Design state_loader, sky130hd; sources not shown.
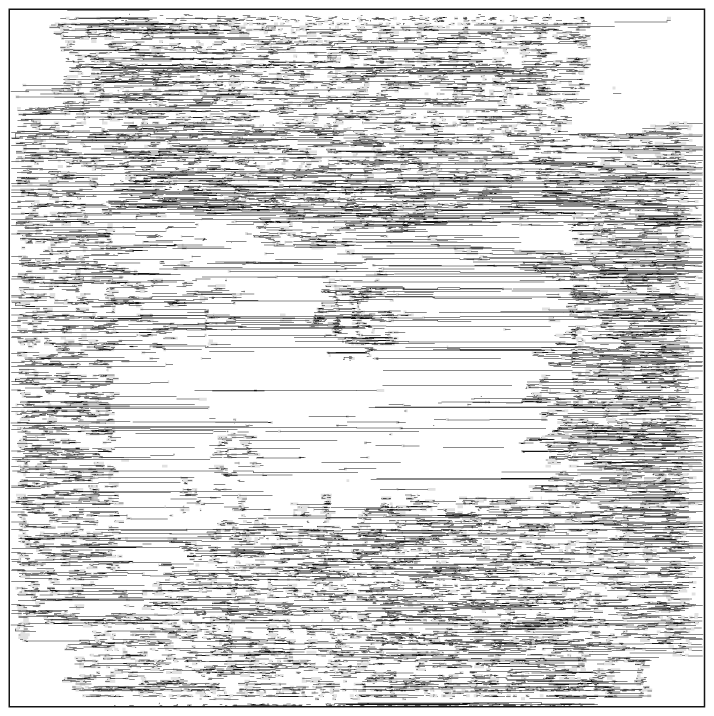
m1.png
Cells faint in the background.
longest straight run = 275 um
nets with wire on the layer = 6,144
final WL: 418,000 um
via count: 47,872
met1 Use GR: 22.1%

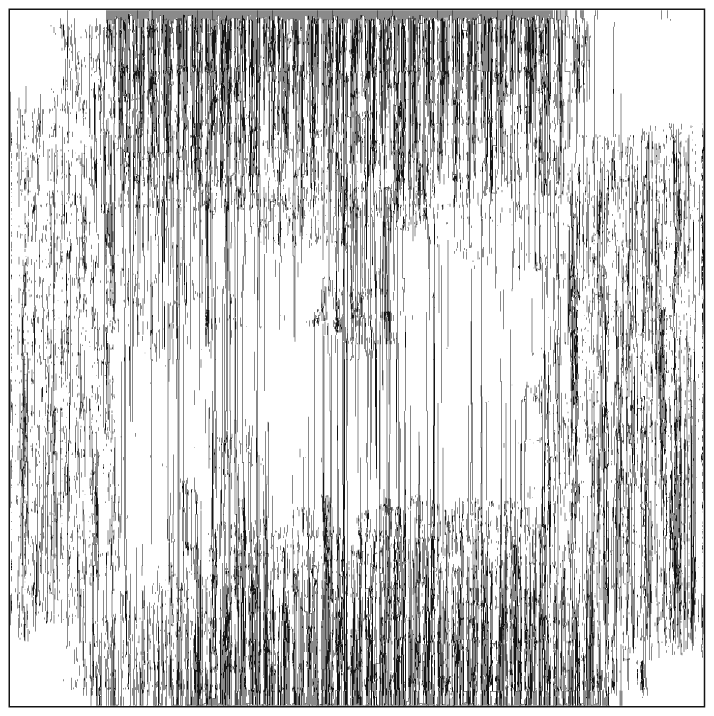
m2.png
main direction = vertical
nets with wire on the layer = 6,028
wire length on this layer = 210 mm
longest straight run = 324 um
share of all routed wire = 50%
M2 GR Usage: 33.9%

==> flow_summary.ini <==
; physical design summary
[final_timing]
drv_slew = 328
hold_violations = 0
setup_violations = 0
fmax_ghz = 0.209
worst_pin_slew_ns = 3.41
fin_crit_ns = 4.77

[job]
openroad.warnings = 94
cap_violations = 110

[run_status]
status = complete, but fails checks
failed_checks = max-capacitance violations, max-slew violations

[min_path]
hold_class = flip-flop to flip-flop
min_path_cells = 2

[worst_setup_path]
required_ns = 6.23
path_max_fanout = 25
regToRegSetupSlack_ns = 0.68
end_kind = flip-flop
start_kind = flip-flop

[cells_and_area]
drive_gt1_share_pct = 27.6
largest_reg_flops = 1600

[die]
chip_area_um2 = 422000
num_rows = 235
coreArea_um2 = 408000

[synthesis]
yosys-top-cells-area = dfrtp_1 (64%), mux2_2 (19%), o21ai_0 (4.4%), nand2_1 (2.6%), o31ai_1 (1.8%)
yosys_most_used_dff = dfrtp_1
syn_avg_cell_area_um2 = 13.1
ys.flops = 1618
ys_chip_area_um2 = 63400
synthArstFlopShare_pct = 100
syn_inst = 4824

[global_routing]
grt_max_degree = 135
globalRouteOverflowTotal = 0
grt_pass1_vias = 49968

[routing]
avgRoutedWirePerCell_um = 33.9

[pwr]
cellPowerDensity_nw_per_um2 = 362

[place]
placed_cell_area_um2 = 86100

[clocking]
cts-root-buf = clkbuf_8
cts_made_buffers = 349
clk_latency_ns = 1.03
[critical path: stages, from the launching register on]
cell,delay (ns)
dfrtp_1,0.55
inv_1,0.27
ha_1,0.22
nor3b_1,0.46
mux2i_2,0.26
clkbuf_1,0.57
o21a_1,0.64
buf_4,0.25
and3_1,0.15
clkbuf_2,0.72
mux2_2,0.41
[through the flow]
step / utilization [%] / cells / setup WS (ns) / hold WS (ns)
6_report: 22.6 / 12323 / 0.675 / 0.372
5_1_grt: 22.6 / 12288 / 0.386 / 0.306
4_1_cts: 22.9 / 12282 / 0.911 / 0.230
3_5_place_dp: 21.1 / 11675 / 0.954 / 0.369
3_3_place_gp: 21.1 / 11675 / 0.919 / 0.366
2_1_floorplan: - / 4824 / 1.73 / 0.433
[repair_timing]
action                     CTS  global route
setup endpoints to repair    0             0
hold buffers                 1             0
hold endpoints to repair    51             0
[power breakdown]
part	internal, W	total, W	switching (W)
registers	0.0125	0.0128	0.000279
clock network	0.00830	0.0146	0.00627
logic	0.000910	0.00605	0.00514
[metal layers]
layer	global-route usage, %	wire [um]	part of all wire, %
met5	0	40	0.0096
met4	4.36	11300	2.7
met3	6.53	34700	8.3
met2	33.9	210000	50
met1	22.1	162000	39
[cells in the final DEF (no fill, tap or decap), types with 6 or more instances in the layout]
| master | count |
|---|---|
| and2_0 | 47 |
| and2_1 | 59 |
| and3_1 | 62 |
| and3_2 | 15 |
| buf_12 | 19 |
| buf_4 | 108 |
| bufinv_16 | 6 |
| clkbuf_1 | 266 |
| clkbuf_2 | 29 |
| clkbuf_4 | 126 |
| clkbuf_8 | 434 |
| clkdlybuf4s50_1 | 12 |
| clkinv_2 | 18 |
| clkinvlp_4 | 6 |
| dfrtp_1 | 1618 |
| diode_2 | 41 |
| dlygate4sd3_1 | 1370 |
| ha_1 | 9 |
| inv_1 | 63 |
| inv_8 | 7 |
| mux2_2 | 1051 |
| mux2i_1 | 55 |
| nand2_1 | 434 |
| nand2_2 | 8 |
| nand3_1 | 97 |
| nor2_1 | 104 |
| o2111ai_4 | 9 |
| o21ai_0 | 563 |
| o31ai_1 | 150 |
[kinds of logic (layout without fill, tap and decap cells)]
| family | Yosys count | count (layout) | synth area share [%] |
|---|---|---|---|
| muxes | 1110 | 1110 | 19.6 |
| other | 0 | 41 | 0 |
| DFF | 1618 | 1618 | 63.8 |
| adders and majority gates | 10 | 10 | 0.197 |
| xor gates and xnor gates | 4 | 4 | 0.0553 |
| buffers and inverters | 468 | 2475 | 3.41 |
| and+or+nand+nor | 871 | 871 | 6.30 |
| AOI/OAI and AO/OA | 743 | 743 | 6.60 |
[final cells by class]
class	instances	area (um^2)
Antenna cell	41	103
Clock buffer	558	6900
Clock inverter	48	543
Fill cell	43872	316000
Inverter	63	236
Multi-Input combinational cell	2738	21100
Sequential cell	1618	40500
Tap cell	5451	6820
Timing Repair Buffer	1806	16200
